==> src/rtl/ksa_pkg.sv <==
// Shared defaults for the pipelined Kogge-Stone adder: widths, prefix depth, stage record.
package ksa_pkg;
   localparam int KSA_WIDTH  = 16;
   localparam int KSA_TAG_W  = 4;
   localparam int KSA_LEVELS = $clog2(KSA_WIDTH);

   // One pipeline stage at the default widths: group generate/propagate plus the
   // original bit-propagate, carry-in and tag that ride along to the output.
   typedef struct packed {
      logic                 v;
      logic [KSA_WIDTH-1:0] g;
      logic [KSA_WIDTH-1:0] gp;
      logic [KSA_WIDTH-1:0] p;
      logic                 cin;
      logic [KSA_TAG_W-1:0] tag;
   } stage_t;
endpackage

==> src/rtl/ksa_prefix_level.sv <==
// One registered Kogge-Stone prefix level combining bit i with bit i-DIST.
// Latency 1 cycle; loads only when en is high, otherwise holds (stall).
// A bubble (in_v=0) clears the valid bit and leaves the data registers alone.
module ksa_prefix_level #(
   parameter int WIDTH = 16,
   parameter int TAG_W = 4,
   parameter int DIST  = 1
) (
   input  logic             clk,
   input  logic             rst,
   input  logic             en,
   input  logic             in_v,
   input  logic [WIDTH-1:0] in_g,
   input  logic [WIDTH-1:0] in_gp,
   input  logic [WIDTH-1:0] in_p,
   input  logic             in_cin,
   input  logic [TAG_W-1:0] in_tag,
   output logic             out_v,
   output logic [WIDTH-1:0] out_g,
   output logic [WIDTH-1:0] out_gp,
   output logic [WIDTH-1:0] out_p,
   output logic             out_cin,
   output logic [TAG_W-1:0] out_tag
);
   logic [WIDTH-1:0] g_nxt;
   logic [WIDTH-1:0] gp_nxt;

   always_comb begin
      g_nxt  = in_g;
      gp_nxt = in_gp;
      for (int i = DIST; i < WIDTH; i++) begin
         g_nxt[i]  = in_g[i] | (in_gp[i] & in_g[i-DIST]);
         gp_nxt[i] = in_gp[i] & in_gp[i-DIST];
      end
   end

   always_ff @(posedge clk) begin
      if (rst) begin
         out_v   <= 1'b0;
         out_g   <= '0;
         out_gp  <= '0;
         out_p   <= '0;
         out_cin <= 1'b0;
         out_tag <= '0;
      end else if (en) begin
         out_v <= in_v;
         if (in_v) begin
            out_g   <= g_nxt;
            out_gp  <= gp_nxt;
            out_p   <= in_p;
            out_cin <= in_cin;
            out_tag <= in_tag;
         end
      end
   end
endmodule

==> src/rtl/ksa16_pipe.sv <==
// Streaming Kogge-Stone adder returning {cout, sum} = a + b + cin with its tag, in order.
// Latency LEVELS+1 register stages; one result per cycle when the sink is ready.
// Bubble-collapsing valid/ready: a stage loads if it or any stage after it is empty or out_ready.
module ksa16_pipe
   import ksa_pkg::*;
#(
   parameter int WIDTH = KSA_WIDTH,
   parameter int TAG_W = KSA_TAG_W
) (
   input  logic             clk,
   input  logic             rst,
   input  logic             in_valid,
   output logic             in_ready,
   input  logic [WIDTH-1:0] in_a,
   input  logic [WIDTH-1:0] in_b,
   input  logic             in_cin,
   input  logic [TAG_W-1:0] in_tag,
   output logic             out_valid,
   input  logic             out_ready,
   output logic [WIDTH-1:0] out_sum,
   output logic             out_cout,
   output logic [TAG_W-1:0] out_tag
);
   localparam int LEVELS = $clog2(WIDTH);

   logic             s0_v;
   logic [WIDTH-1:0] s0_g;
   logic [WIDTH-1:0] s0_gp;
   logic [WIDTH-1:0] s0_p;
   logic             s0_cin;
   logic [TAG_W-1:0] s0_tag;

   wire  [LEVELS:0]  v;
   wire  [WIDTH-1:0] g   [LEVELS+1];
   wire  [WIDTH-1:0] gp  [LEVELS+1];
   wire  [WIDTH-1:0] p   [LEVELS+1];
   wire  [LEVELS:0]  cin;
   wire  [TAG_W-1:0] tag [LEVELS+1];

   logic [LEVELS:0]  en;
   logic             full_tail;

   // Unrolled ready chain: stage s may load unless s..last are all full and the sink stalls.
   always_comb begin
      full_tail = 1'b1;
      en        = '0;
      for (int s = LEVELS; s >= 0; s--) begin
         full_tail = full_tail & v[s];
         en[s]     = out_ready | ~full_tail;
      end
   end

   assign in_ready = en[0];

   // Carry-in is folded into bit 0's generate so the prefix tree needs no special case.
   always_ff @(posedge clk) begin
      if (rst) begin
         s0_v   <= 1'b0;
         s0_g   <= '0;
         s0_gp  <= '0;
         s0_p   <= '0;
         s0_cin <= 1'b0;
         s0_tag <= '0;
      end else if (en[0]) begin
         s0_v <= in_valid;
         if (in_valid) begin
            s0_g   <= (in_a & in_b) | {{(WIDTH-1){1'b0}}, (in_a[0] ^ in_b[0]) & in_cin};
            s0_gp  <= in_a ^ in_b;
            s0_p   <= in_a ^ in_b;
            s0_cin <= in_cin;
            s0_tag <= in_tag;
         end
      end
   end

   assign v[0]   = s0_v;
   assign g[0]   = s0_g;
   assign gp[0]  = s0_gp;
   assign p[0]   = s0_p;
   assign cin[0] = s0_cin;
   assign tag[0] = s0_tag;

   for (genvar l = 0; l < LEVELS; l++) begin : g_level
      ksa_prefix_level #(
         .WIDTH (WIDTH),
         .TAG_W (TAG_W),
         .DIST  (1 << l)
      ) u_level (
         .clk     (clk),
         .rst     (rst),
         .en      (en[l+1]),
         .in_v    (v[l]),
         .in_g    (g[l]),
         .in_gp   (gp[l]),
         .in_p    (p[l]),
         .in_cin  (cin[l]),
         .in_tag  (tag[l]),
         .out_v   (v[l+1]),
         .out_g   (g[l+1]),
         .out_gp  (gp[l+1]),
         .out_p   (p[l+1]),
         .out_cin (cin[l+1]),
         .out_tag (tag[l+1])
      );
   end

   assign out_valid = v[LEVELS];
   assign out_sum   = p[LEVELS] ^ {g[LEVELS][WIDTH-2:0], cin[LEVELS]};
   assign out_cout  = g[LEVELS][WIDTH-1];
   assign out_tag   = tag[LEVELS];
endmodule
==> config.mk <==
export PLATFORM = sky130hd
export DESIGN_NAME = ksa16_pipe
export DESIGN_NICKNAME = d
export VERILOG_FILES = /design/src/rtl/ksa_pkg.sv /design/src/rtl/ksa_prefix_level.sv /design/src/rtl/ksa16_pipe.sv
export SDC_FILE = /design/constraint.sdc
export NUM_CORES = 1
export LEC_CHECK = 0
export ABC_AREA = 1
export CAP_MARGIN = 15
export CORE_ASPECT_RATIO = 1.5
export CORE_UTILIZATION = 38
export DETAILED_ROUTE_END_ITERATION = 8
export GPL_TIMING_DRIVEN = 0
export PLACE_DENSITY = 0.67
export SYNTH_ARGS = -nofsm -noshare
export SYNTH_HDL_FRONTEND = slang
export SYNTH_SLANG_ARGS = --single-unit
export TNS_END_PERCENT = 20
==> constraint.sdc <==
create_clock -name clk -period 1.2 [get_ports clk]
set_input_delay 0.12 -clock clk [delete_from_list [all_inputs] [get_ports clk]]
set_output_delay 0.12 -clock clk [all_outputs]
set_load 0.03 [all_outputs]
==> images/floorplan.png <==
Pins as bars on the die edge.
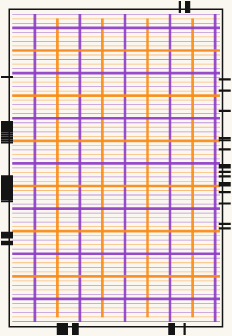
Key: orange = VDD; purple = VSS
69 met1 rails follow the rows. 9 straps on met4. 64 signal pins sit on the boundary. 13 straps on met5.
core box area: 23100 µm²
maximum resistive drop on vdd: 0.000881 V
Die W: 128 µm
height of the die: 190 µm

==> images/class_map.png <==
Scale bar: 50 µm.
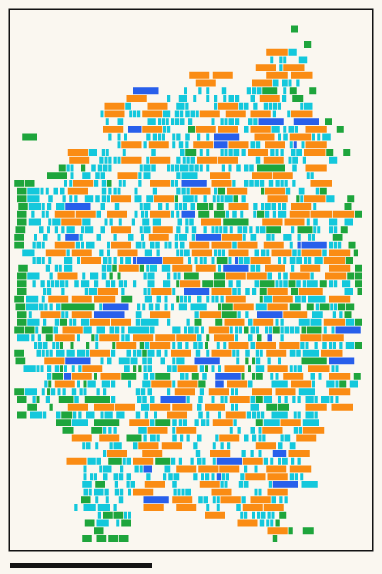
Key: orange = registers [cells 224, share of their area 40%]; green = remaining buffers and delay cells [cells 176, share of their area 14%]; cyan = remaining logic cells [cells 895, share of their area 40%]; blue = clock drivers and dummy loads [cells 37, share of their area 6.2%]
# rows: 68
sequential fraction of total cell area: 0.385
final core utilization: 0.508

==> changes_impl.md <==
### Metrics

* Number of max-cap violations at 0
* Placer's final routability congestion estimate at approximately 0.86
* Wire length on met1 at just over 9000 µm
* Path depth of the worst reg2reg path at 10
* Total cell area reported by yosys after synthesis at 8980 µm²
* Measured slew at the worst slew-check pin at ~0.95 ns
* Synthesized cell area at around 9000 µm²
* Worst setup path endpoint: in_ready
* RSZ-0062 raised after global routing: true
* Hold buffer count at cts at 1
* Final Setup Violations at about 200
* Post-synth regs at about 220
* Nets at 1375
* ANT nets after route at 0
* Final Instance Area at 11800 µm²
* Clock period minus worst slack at between 1.5 and 2 ns
* Number of port buffers at roughly 61
* Worst-case clock buffer depth at 3
* GR peak layer: met2
* Post-layout instance count excluding filler cells at between 1500 and 2000
* Antenna cell count at 0
* Share of the cycle needed by the critical path after routing at 1.43
* Crit Reg-Reg Endpoint: g_level[1].u_level.out_gp[9]$_SDFFE_PP0P_
* Iter 0 DRT Violations at around 430
* Count of H-tree levels built during CTS at 1
* Setup TNS at -48.29 ns
* Worst hold slack across all endpoints at 0.120 ns
* Critical Path Fanout Max at 4
* TritonCTS clock tree: yes
* Ys cells at about 1200
* Total routed wirelength at 24700 µm
* DP Cell Count at between 1500 and 2000
* Syn avg cell area at roughly 7.5 µm²
* I/O pins at approximately 64
* Crit path launch: g_level[0].u_level.out_v$_SDFFE_PP0P_
* Top logic cell by instance count in the layout: sky130_fd_sc_hd__nor2_1
* FF-to-FF Start: g_level[2].u_level.out_v$_SDFFE_PP0P_
* Dominant logic cell types in the final layout: sky130_fd_sc_hd__nor2_1, sky130_fd_sc_hd__dfxtp_1, sky130_fd_sc_hd__nand2_1
* Cell area after placement at approximately 10000 µm²
* Lkg Pwr at 4.72 nW
* Pin count of the biggest net entering global routing at 17
* Fraction of met1 tracks used by global routing at 0.214
* GR Util All Layers at 0.208
* Count of mapped cells out of synthesis at about 1200
* Number of setup buffers added after CTS at 18
* Tightest Hold Check Type: input port to flip-flop
* Worst slew margin relative to its limit at 0.366
* Worst Setup Path Type: flip-flop to output port
* Vias in the first global route at between 7000 and 8000
* Met2 routing resource usage after global routing at 0.407
* Capturing element type of the critical path: output port
* HPWL after detailed placement at about 18000 µm
* Area Overhead vs Synth at 30.9%
* PD cells at 1380 nW/µm²
* Minimum setup slack in the final design at -0.512 ns
* First-pass GRT wire length at 39900 µm
* Number of warnings reported in the yosys synthesis log at 0
* Met3 global-route usage at 0.0233
* Die Footprint at between 20000 and 25000 µm²
* Root Driver: sky130_fd_sc_hd__clkbuf_16
* Clock sink count at 224
* Overflow after GRT at 0
* Routed via count at between 8000 and 9000
* Routed wirelength normalized by instance count at 15.0 µm
* Critical path data arrival time at 1.59 ns
* Total nets after synthesis at 1257
* Status: finished with violations
* Setup slack of the most critical reg-to-reg path at -0.41 ns
* Filler cells at 2268
* Worst min-delay path startpoint: in_valid
* Number of gates resized after cts at approximately 290
* Pre-Place Util at 0.388
* Reg clk slew, reported paths at about 0.070 ns
* Number of buffers created by CTS at 21
* Sum of internal, switching and leakage power at ~16 mW
* Routed length on met3 at around 810 µm
* First drt pass iteration count at 7
* Count of unresolved DRC violations after routing at 0
* Highest metal layer with signal wires: met4
* Count of pins over their slew limit at 0
* Vias per cell at 4.86
* Kind of launch point of the worst setup path: flip-flop
* Met2 WL at ~13000 µm
* Count of different cell masters after synthesis at 25
* Seq share, synth at 0.499
* Number of antenna violations at the first check in global routing at 0
* Number of failing hold endpoints at the final stage at 0
* Fmax at 584 MHz
* Failing checks: setup timing
* Share of layout cells above drive strength 1 at 0.205
* Number of warning messages in the logs at 29
* Crit path required time at 1.08 ns
* Worst-case setup slack after placement at -1.01 ns
==> images/clock_wires.png <==
Scale bar: 50 µm.
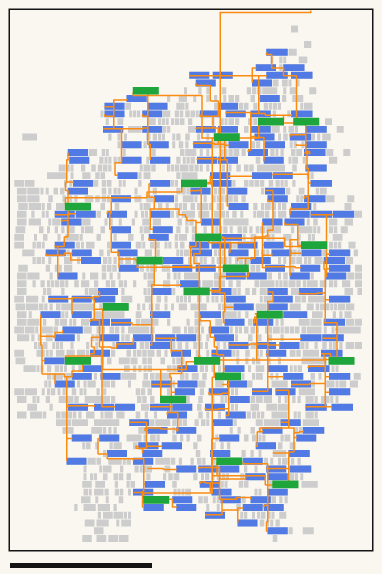
Key: orange = clock wires [length 2520 µm]; blue = flip-flops [count 224]; green = clock-net drivers [count 21]
There are 22 routed clock nets.
clock latency on the worst-skew pair: 0.49 ns
worst clock skew on the final layout: 0.00794 ns
fraction of power consumed by the clock network: 0.413
clock network power: 6.71 mW

==> sequential cells by signal (all words and copies together) (netlist names) <==
name	count
g_level.u_level.out_tag	16
g_level.u_level.out_cin	4
s0_tag	4
s0_v	1
s0_g	16
g_level.u_level.out_g	64
s0_cin	1
s0_p	16
g_level.u_level.out_gp	34
g_level.u_level.out_p	64
g_level.u_level.out_v	4
==> report_power, final <==
group	internal [mW]	switching [mW]
Combinational	0.660	0.852
Sequential	7.73	0.279
Clock	3.90	2.81
Total	12.3	3.94
==> layout make-up <==
cell class	count	area, µm²	share of cell area
Multi-Input combinational cell	828	4290	0.365
Clock inverter	6	65.1	0.00553
Inverter	67	262	0.0222
Buffer	80	667	0.0567
Tap cell	315	394	0.0335
Clock buffer	31	634	0.0539
Timing Repair Buffer	96	918	0.0781
Sequential cell	224	4530	0.385
==> synthesized netlist by cell type <==
cell,number,area [µm²]
sky130_fd_sc_hd__nor2_1,255,957
sky130_fd_sc_hd__xor2_1,16,140
sky130_fd_sc_hd__nor2_4,1,11.3
sky130_fd_sc_hd__ha_1,16,200
sky130_fd_sc_hd__nand2_2,2,12.5
sky130_fd_sc_hd__nand2_1,177,664
sky130_fd_sc_hd__clkbuf_1,37,139
sky130_fd_sc_hd__nand3b_1,14,105
sky130_fd_sc_hd__nand3_1,83,415
sky130_fd_sc_hd__inv_2,3,11.3
sky130_fd_sc_hd__a31oi_1,8,50.1
sky130_fd_sc_hd__nand3_4,1,17.5
sky130_fd_sc_hd__buf_2,27,135
sky130_fd_sc_hd__nand4_2,1,12.5
sky130_fd_sc_hd__o21bai_1,2,15.0
sky130_fd_sc_hd__a21oi_1,134,671
sky130_fd_sc_hd__o21ai_0,108,541
sky130_fd_sc_hd__a21oi_2,1,8.76
sky130_fd_sc_hd__inv_1,63,236
sky130_fd_sc_hd__or2_2,4,25.0
sky130_fd_sc_hd__clkinv_1,1,3.75
sky130_fd_sc_hd__buf_1,12,45.0
sky130_fd_sc_hd__o21ai_1,5,25.0
sky130_fd_sc_hd__buf_6,5,56.3
sky130_fd_sc_hd__dfxtp_1,224,4480
==> worst min-delay path by stage <==
stage	to	slack, ns	cells after the start
floorplan	g_level[3].u_level.out_v$_SDFFE_PP0N_	0.31	3
global placement	g_level[0].u_level.out_p[1]$_SDFFE_PP0P_	0.45	2
detailed placement	g_level[0].u_level.out_p[7]$_SDFFE_PP0P_	0.45	2
CTS	s0_p[6]$_SDFFE_PP0P_	0.12	4
global route	s0_p[5]$_SDFFE_PP0P_	0.13	4
finish	s0_p[6]$_SDFFE_PP0P_	0.12	4
==> logic make-up (layout without fill, tap and decap cells) <==
logic type               count (synthesis)  after routing  synth area share
adder cells (fa/ha/maj)                 16             16            0.0223
XOR/XNOR                                16             16            0.0156
AND-OR/OR-AND                          258            258             0.146
AND/OR/NAND/NOR                        538            538             0.247
buffers and inverters                  148            280            0.0698
flip-flops                             224            224             0.499
==> critical path, stage by stage (launching register included) <==
cell and delay [ns]:
sky130_fd_sc_hd__dfxtp_1 0.51, sky130_fd_sc_hd__nand4_4 0.18, sky130_fd_sc_hd__buf_8 0.17, sky130_fd_sc_hd__buf_12 0.12
sky130_fd_sc_hd__buf_8 0.12
No activity file was given, so power comes from the tool's default toggle rates.
